File: config.mk
export PLATFORM = sky130hd
export DESIGN_NAME = ddr_app_sequencer
export DESIGN_NICKNAME = d
export VERILOG_FILES = /design/src/rtl/ddr_app_pkg.sv /design/src/rtl/ddr_rd_return_fifo.sv /design/src/rtl/ddr_app_sequencer.sv
export SDC_FILE = /design/constraint.sdc
export NUM_CORES = 2
export LEC_CHECK = 0
export CAP_MARGIN = 20
export CELL_PAD_IN_SITES_DETAIL_PLACEMENT = 0
export CELL_PAD_IN_SITES_GLOBAL_PLACEMENT = 1
export CORE_UTILIZATION = 47
export CTS_CLUSTER_SIZE = 40
export DETAILED_ROUTE_END_ITERATION = 8
export GPL_TIMING_DRIVEN = 0
export PLACE_DENSITY_LB_ADDON = 0.1
export SYNTH_ARGS = -nofsm -noshare
export SYNTH_HDL_FRONTEND = slang
export SYNTH_SLANG_ARGS = --single-unit
File: constraint.sdc
create_clock -name clk_166M66 -period 11.52 [get_ports clk_166M66]
set_input_delay 1.152 -clock clk_166M66 [delete_from_list [all_inputs] [get_ports clk_166M66]]
set_output_delay 1.152 -clock clk_166M66 [all_outputs]
set_load 0.01 [all_outputs]
File: src/rtl/ddr_app_pkg.sv
// Shared MIG command encodings, sequencer states and a width helper.
// Latency: n/a (package only).
// Backpressure: n/a.
package ddr_app_pkg;

    localparam logic [2:0] APP_CMD_WRITE = 3'b000;
    localparam logic [2:0] APP_CMD_READ  = 3'b001;

    typedef enum logic [1:0] {
        IDLE  = 2'd0,
        WRITE = 2'd1,
        READ  = 2'd2
    } seq_state_e;

    // Smallest r such that 2**r >= value (0 for value <= 1).
    function automatic int clog2(input int value);
        int r;
        r = 0;
        for (int i = 0; i < 31; i++) begin
            if ((1 << i) < value) begin
                r = i + 1;
            end
        end
        return r;
    endfunction

endpackage

File: src/rtl/ddr_rd_return_fifo.sv
// First-word-fall-through FIFO holding MIG read data until the MCU takes it.
// Latency: a pushed word is visible on data_o the cycle after the push.
// Backpressure: none upstream; push while full is ignored unless a pop happens in the same cycle.
module ddr_rd_return_fifo
    import ddr_app_pkg::*;
#(
    parameter  int WIDTH = 128,
    parameter  int DEPTH = 16,
    localparam int AW    = (DEPTH > 1) ? clog2(DEPTH) : 1,
    localparam int CW    = clog2(DEPTH) + 1
) (
    input  logic             clk_i,
    input  logic             rst_n_i,
    input  logic             push_i,
    input  logic [WIDTH-1:0] data_i,
    input  logic             pop_i,
    output logic [WIDTH-1:0] data_o,
    output logic             empty_o,
    output logic             full_o,
    output logic [CW-1:0]    count_o
);

    logic [WIDTH-1:0] mem_q [DEPTH];
    logic [AW-1:0]    wr_ptr_q;
    logic [AW-1:0]    rd_ptr_q;
    logic [CW-1:0]    count_q;
    logic             push_ok;
    logic             pop_ok;

    assign empty_o = (count_q == '0);
    assign full_o  = (count_q == CW'(DEPTH));
    assign pop_ok  = pop_i & ~empty_o;
    // A pop frees the slot the push lands in, so push-at-full is fine then.
    assign push_ok = push_i & (~full_o | pop_ok);
    assign data_o  = mem_q[rd_ptr_q];
    assign count_o = count_q;

    // Pointer and occupancy tracking; depth is a power of two so pointers wrap naturally.
    always_ff @(posedge clk_i or negedge rst_n_i) begin
        if (!rst_n_i) begin
            wr_ptr_q <= '0;
            rd_ptr_q <= '0;
            count_q  <= '0;
        end else begin
            if (push_ok) wr_ptr_q <= wr_ptr_q + AW'(1);
            if (pop_ok)  rd_ptr_q <= rd_ptr_q + AW'(1);
            count_q <= count_q + CW'(push_ok) - CW'(pop_ok);
        end
    end

    // Storage array; contents are don't-care while the word is not counted.
    always_ff @(posedge clk_i) begin
        if (push_ok) mem_q[wr_ptr_q] <= data_i;
    end

endmodule

File: src/rtl/ddr_app_sequencer.sv
// Splits MCU multi-beat requests into per-beat MIG app commands with auto-incrementing address.
// Latency: first app_en the cycle after acceptance; one beat per cycle when MIG is ready.
// Backpressure: follows app_rdy/app_wdf_rdy; reads issue only against free return-FIFO credits.
module ddr_app_sequencer
    import ddr_app_pkg::*;
#(
    parameter  int APP_ADDR_WIDTH = 28,
    parameter  int APP_DATA_WIDTH = 128,
    parameter  int MAX_BURST      = 16,
    parameter  int ADDR_STRIDE    = 8,
    parameter  int RD_FIFO_DEPTH  = 16,
    localparam int LEN_W          = (MAX_BURST > 1) ? clog2(MAX_BURST) : 1,
    localparam int MASK_W         = APP_DATA_WIDTH / 8,
    localparam int CNT_W          = clog2(RD_FIFO_DEPTH) + 1
) (
    input  logic                      clk_166M66,
    input  logic                      mcu_sys_rst_n,
    input  logic                      i_init_calib_complete,
    input  logic                      i_req_valid,
    output logic                      o_req_ready,
    input  logic                      i_req_rw,
    input  logic [APP_ADDR_WIDTH-1:0] i_req_addr,
    input  logic [LEN_W-1:0]          i_req_len,
    input  logic [APP_DATA_WIDTH-1:0] i_wr_data,
    input  logic [MASK_W-1:0]         i_wr_mask,
    input  logic                      i_wr_valid,
    output logic                      o_wr_ready,
    output logic [APP_DATA_WIDTH-1:0] o_rd_data,
    output logic                      o_rd_valid,
    input  logic                      i_rd_ready,
    output logic [APP_ADDR_WIDTH-1:0] o_app_addr,
    output logic [2:0]                o_app_cmd,
    output logic                      o_app_en,
    input  logic                      i_app_rdy,
    output logic [APP_DATA_WIDTH-1:0] o_app_wdf_data,
    output logic [MASK_W-1:0]         o_app_wdf_mask,
    output logic                      o_app_wdf_wren,
    output logic                      o_app_wdf_end,
    input  logic                      i_app_wdf_rdy,
    input  logic [APP_DATA_WIDTH-1:0] i_app_rd_data,
    input  logic                      i_app_rd_data_valid,
    output logic                      o_busy,
    output logic                      o_err
);

    seq_state_e                state_q, state_d;
    logic [APP_ADDR_WIDTH-1:0] addr_q, addr_d;
    logic [LEN_W-1:0]          beats_q, beats_d;
    logic [2:0]                cmd_q, cmd_d;
    logic                      cmd_done_q, cmd_done_d;
    logic                      data_done_q, data_done_d;
    logic [CNT_W-1:0]          outstanding_q, outstanding_d;
    logic                      err_q, err_d;
    logic                      alive_q;

    logic                      req_ready;
    logic                      app_en;
    logic                      wren;
    logic                      wr_ready;
    logic                      rd_issue;
    logic [CNT_W-1:0]          credits;
    logic                      rd_beat_ok;
    logic                      rd_overflow;
    logic                      fifo_push;
    logic                      fifo_pop;
    logic                      fifo_empty;
    logic                      fifo_full;
    logic [CNT_W-1:0]          fifo_count;
    logic [APP_DATA_WIDTH-1:0] fifo_dout;

    // Every slot is either occupied, or promised to a read already sent to MIG.
    assign credits = CNT_W'(RD_FIFO_DEPTH) - fifo_count - outstanding_q;

    // Request sequencing: beat address/count bookkeeping and MIG handshake outputs.
    always_comb begin
        state_d        = state_q;
        addr_d         = addr_q;
        beats_d        = beats_q;
        cmd_d          = cmd_q;
        cmd_done_d     = cmd_done_q;
        data_done_d    = data_done_q;
        req_ready      = 1'b0;
        app_en         = 1'b0;
        wren           = 1'b0;
        wr_ready       = 1'b0;
        rd_issue       = 1'b0;
        o_app_wdf_data = '0;
        o_app_wdf_mask = '0;
        unique case (state_q)
            IDLE: begin
                // alive_q holds ready low while reset is asserted and for the first edge after.
                req_ready = alive_q & i_init_calib_complete;
                if (i_req_valid && req_ready) begin
                    addr_d      = i_req_addr;
                    beats_d     = i_req_len;
                    cmd_d       = i_req_rw ? APP_CMD_WRITE : APP_CMD_READ;
                    cmd_done_d  = 1'b0;
                    data_done_d = 1'b0;
                    state_d     = i_req_rw ? WRITE : READ;
                end
            end
            WRITE: begin
                app_en         = ~cmd_done_q;
                wren           = ~data_done_q & i_wr_valid;
                wr_ready       = ~data_done_q & i_app_wdf_rdy;
                o_app_wdf_data = i_wr_data;
                o_app_wdf_mask = i_wr_mask;
                // Command and data halves may finish in either order or together.
                if ((cmd_done_q | (app_en & i_app_rdy)) && (data_done_q | (wren & i_app_wdf_rdy))) begin
                    addr_d      = addr_q + APP_ADDR_WIDTH'(ADDR_STRIDE);
                    beats_d     = beats_q - LEN_W'(1);
                    cmd_done_d  = 1'b0;
                    data_done_d = 1'b0;
                    if (beats_q == '0) state_d = IDLE;
                end else begin
                    cmd_done_d  = cmd_done_q | (app_en & i_app_rdy);
                    data_done_d = data_done_q | (wren & i_app_wdf_rdy);
                end
            end
            READ: begin
                app_en   = (credits != '0);
                rd_issue = app_en & i_app_rdy;
                // Leave as soon as the last command is taken; data drains in the background.
                if (rd_issue) begin
                    addr_d  = addr_q + APP_ADDR_WIDTH'(ADDR_STRIDE);
                    beats_d = beats_q - LEN_W'(1);
                    if (beats_q == '0) state_d = IDLE;
                end
            end
            default: state_d = IDLE;
        endcase
    end

    // Read return accounting: MIG data cannot stall, so unexpected or unroomed beats are dropped and flagged.
    always_comb begin
        rd_beat_ok    = i_app_rd_data_valid & (outstanding_q != '0);
        rd_overflow   = rd_beat_ok & fifo_full & ~fifo_pop;
        fifo_push     = rd_beat_ok & ~rd_overflow;
        outstanding_d = outstanding_q + CNT_W'(rd_issue) - CNT_W'(rd_beat_ok);
        err_d         = err_q | (i_app_rd_data_valid & (outstanding_q == '0)) | rd_overflow;
    end

    // State and counters.
    always_ff @(posedge clk_166M66 or negedge mcu_sys_rst_n) begin
        if (!mcu_sys_rst_n) begin
            state_q       <= IDLE;
            addr_q        <= '0;
            beats_q       <= '0;
            cmd_q         <= APP_CMD_WRITE;
            cmd_done_q    <= 1'b0;
            data_done_q   <= 1'b0;
            outstanding_q <= '0;
            err_q         <= 1'b0;
            alive_q       <= 1'b0;
        end else begin
            state_q       <= state_d;
            addr_q        <= addr_d;
            beats_q       <= beats_d;
            cmd_q         <= cmd_d;
            cmd_done_q    <= cmd_done_d;
            data_done_q   <= data_done_d;
            outstanding_q <= outstanding_d;
            err_q         <= err_d;
            alive_q       <= 1'b1;
        end
    end

    assign fifo_pop = ~fifo_empty & i_rd_ready;

    ddr_rd_return_fifo #(
        .WIDTH (APP_DATA_WIDTH),
        .DEPTH (RD_FIFO_DEPTH)
    ) u_rd_fifo (
        .clk_i   (clk_166M66),
        .rst_n_i (mcu_sys_rst_n),
        .push_i  (fifo_push),
        .data_i  (i_app_rd_data),
        .pop_i   (fifo_pop),
        .data_o  (fifo_dout),
        .empty_o (fifo_empty),
        .full_o  (fifo_full),
        .count_o (fifo_count)
    );

    assign o_req_ready    = req_ready;
    assign o_app_en       = app_en;
    assign o_app_wdf_wren = wren;
    assign o_app_wdf_end  = wren;
    assign o_wr_ready     = wr_ready;
    assign o_app_addr     = addr_q;
    assign o_app_cmd      = cmd_q;
    assign o_rd_valid     = ~fifo_empty;
    assign o_rd_data      = fifo_empty ? '0 : fifo_dout;
    assign o_busy         = (state_q != IDLE) | (outstanding_q != '0);
    assign o_err          = err_q;

endmodule

Figure 1. Routed metal, one color a layer.
Only two layers are drawn.
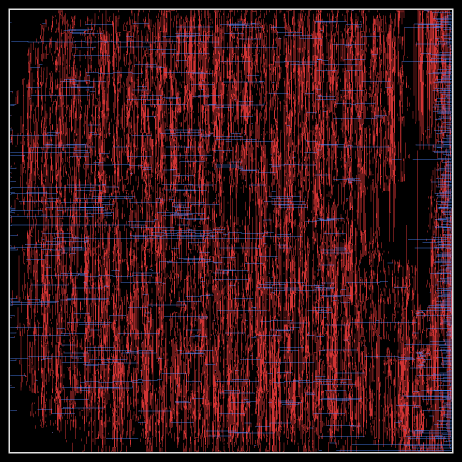
[blue] metal 3 | wire length: 13800 um
[red] metal 2 | wire length: 116 mm

Figure 2. Cell density map.
Scale bar: 100 um. 21 x 21 tiles, from dark purple (low) to yellow (high), 0 to 100% covered.
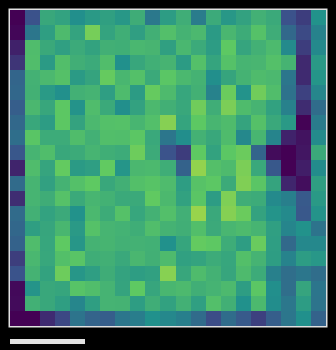
nearly empty tiles: 1.6%
tiles over 75% full: 5.4%
mean over tiles: 56%
fullest tile: 84%

Figure 3. Clock wiring as the flow saved it.
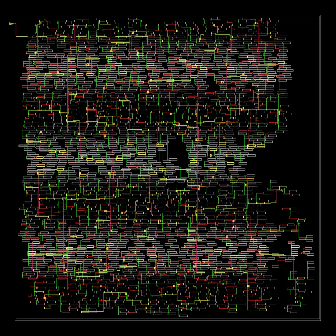
FFs & Latches: 2105
total CTS buffers: 211
maximum clock skew at final layout: 0.0273 ns
clock group power: 6.55 mW
Insertion Delay late pin: 0.84 ns

Figure 4. Where the registers sit.
Scale bar: 100 um.
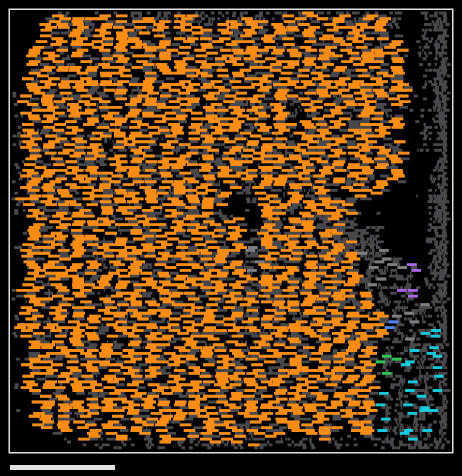
[blue] state_q | flops: 2
[cyan] o_app_addr | flops: 28 | where: bottom right
[purple] outstanding_q | flops: 5
[green] beats_q | flops: 4 | where: bottom right
[orange] u_rd_fifo.mem_q | flops: 2048 | where: widely spread

==> impl_table.tex <==
% Auto-generated results table
\begin{tabular}{lr}
\hline
Metric & Value \\
\hline
\multicolumn{2}{l}{\textbf{Worst setup path}} \\
\quad Data required time of the worst path & between 10 and 15 ns \\
\quad Critical path start-end classification & reg2out \\
\quad Critical Path Fanout Max & 10 \\
\quad Crit path top cell by count & sky130\_fd\_sc\_hd\_\_mux4\_2 \\
\quad Worst path max stage delay & 0.68 ns \\
\quad Arrival time worst endpoint & 4.83 ns \\
\quad Cell with the largest stage delay on the worst path & sky130\_fd\_sc\_hd\_\_clkbuf\_1 \\
\quad Crit-path cells & buf\_2 -> clkbuf\_1 -> buf\_8 -> buf\_1 -> mux4\_2 -> mux4\_2 -> and2\_1 -> clkdlybuf4s50\_1 \\
\multicolumn{2}{l}{\textbf{STA}} \\
\quad Worst-margin pin slew & 1.04 ns \\
\quad Final worst path period need & 5.98 ns \\
\quad Setup slack after layout & 5.54 ns \\
\quad Final worst-path cycle share & 0.519 \\
\quad Worst hold margin & 0.408 ns \\
\quad Unrepaired setup endpoints after global routing & false \\
\quad Endpoints failing hold & 0 \\
\multicolumn{2}{l}{\textbf{Global route}} \\
\quad Number of global-route vias before repair & approximately 42000 \\
\quad Pin count of the biggest net entering global routing & between 50 and 60 \\
\quad Global-route track usage on met1 & 0.329 \\
\quad First-pass GRT wire length & between 300000 and 400000 um \\
\quad Most Used Layer, Global Route & met2 \\
\quad Initial antenna violation count & roughly 52 \\
\quad GRT met2 Usage & 0.435 \\
\multicolumn{2}{l}{\textbf{Cells and area}} \\
\quad Fill cell instance count of the final layout & about 13000 \\
\quad Max FFs per register & 2048 \\
\quad Most frequent cells in the layout & 2048 x sky130\_fd\_sc\_hd\_\_edfxtp\_1, 640 x sky130\_fd\_sc\_hd\_\_mux4\_2, 621 x sky130\_fd\_sc\_hd\_\_clkdlybuf4s50\_1 \\
\quad Most common library cell in the layout ignoring fill and taps & sky130\_fd\_sc\_hd\_\_edfxtp\_1 \\
\quad Comb gates & $\sim$1200 \\
\quad Fraction of layout instances using a drive strength above 1 & 0.257 \\
\quad Fraction of area in non-clock buffers & 0.0996 \\
\quad Combinational share of cell area & 0.182 \\
\quad Area growth from synthesis to final layout & 22.8\% \\
\quad Number of signal-net inverters in the final layout & 35 \\
\quad Area occupied by multi-input gates & 0.0184 mm\^{}2 \\
\quad Most flops, register & u\_rd\_fifo.mem\_q \\
\quad Top class by area & registers \\
\multicolumn{2}{l}{\textbf{Floorplan}} \\
\quad Number of placement rows & between 150 and 200 \\
\quad Die area & between 0.15 and 0.2 mm\^{}2 \\
\quad Die height & 420 um \\
\quad Die span in x & between 400 and 500 um \\
\quad Core region area & 0.174 mm\^{}2 \\
\multicolumn{2}{l}{\textbf{Clock tree}} \\
\quad Root buffer cell & sky130\_fd\_sc\_hd\_\_clkbuf\_16 \\
\quad Depth of the CTS H-tree & 4 \\
\quad Number of buffers on the longest clock path & 3 \\
\quad TritonCTS clock tree & done \\
\quad Hold-fix buffer count after cts & 0 \\
\multicolumn{2}{l}{\textbf{Routing}} \\
\quad Routed Antenna Nets & 0 \\
\quad Top routing layer in use & met5 \\
\quad Detailed route wirelength on metal2 & about 120000 um \\
\quad Total number of vias & 40979 \\
\multicolumn{2}{l}{\textbf{Synth}} \\
\quad Yosys Warn Count & 0 \\
\quad Yosys Instances & 3553 \\
\quad Post-synth design cell area & 0.0823 mm\^{}2 \\
\quad Top cell types by occurrence after synthesis & 2048 x sky130\_fd\_sc\_hd\_\_edfxtp\_1, 640 x sky130\_fd\_sc\_hd\_\_mux4\_2, 282 x sky130\_fd\_sc\_hd\_\_and2\_1 \\
\quad Cell with the most instances after synthesis & sky130\_fd\_sc\_hd\_\_edfxtp\_1 \\
\quad Fraction of registers with async set or reset after synthesis & 0.0271 \\
\quad EDFF count, synth & around 2000 \\
\quad Share of synthesized cell area in and, or, nand and nor gates & 0.0308 \\
\quad Library cell with the largest summed area after synthesis & sky130\_fd\_sc\_hd\_\_edfxtp\_1 \\
\quad Yosys stat chip area & 0.0823 mm\^{}2 \\
\quad Synth Area in XOR/XNOR & 0.00187 \\
\quad Synthesized area per cell & between 20 and 25 um\^{}2 \\
\quad Biggest area cells & sky130\_fd\_sc\_hd\_\_edfxtp\_1 75\%, sky130\_fd\_sc\_hd\_\_mux4\_2 18\%, sky130\_fd\_sc\_hd\_\_and2\_1 2.1\% \\
\multicolumn{2}{l}{\textbf{Min path}} \\
\quad Kind of path behind the tightest hold check & in2async \\
\multicolumn{2}{l}{\textbf{Place}} \\
\quad Total half-perimeter wirelength after legalization and detailed placement & 148000 um \\
\quad Area after DPL & 0.0944 mm\^{}2 \\
\multicolumn{2}{l}{\textbf{Power}} \\
\quad Sequential share of power & 0.371 \\
\quad Heaviest power group & combinational logic \\
\quad Switching component of the power & $\sim$7.9 mW \\
\quad Internal Dissipation & approximately 18 mW \\
\quad Tot Pwr & 25.6 mW \\
\quad Combinational power & 9.54 mW \\
\multicolumn{2}{l}{\textbf{Flow run}} \\
\quad Number of max-cap violations & 0 \\
\multicolumn{2}{l}{\textbf{Outcome}} \\
\quad Run status & complete, no violations \\
\hline
\end{tabular}
-- final timing paths --
path	start	endpoint	slack (ns)	cells after the start
worst max-delay path	u_rd_fifo.rd_ptr_q[1]$_DFFE_PN0P_	o_rd_data[126]	5.54	8
worst min-delay path	mcu_sys_rst_n	o_app_addr[17]$_DFFE_PN0P_	0.41	1
worst max register to register	outstanding_q[2]$_DFF_PN0_	u_rd_fifo.mem_q[2][85]$_DFFE_PP_	7.61	13
worst min register to register	o_err$_DFF_PN0_	o_err$_DFF_PN0_	0.48	1
max in group asynchronous	mcu_sys_rst_n	u_rd_fifo.rd_ptr_q[2]$_DFFE_PN0P_	10.50	1
min in group clk_166M66	o_err$_DFF_PN0_	o_err$_DFF_PN0_	0.48	1
Power figures rest on the tool's default switching activity, not on a simulated workload.
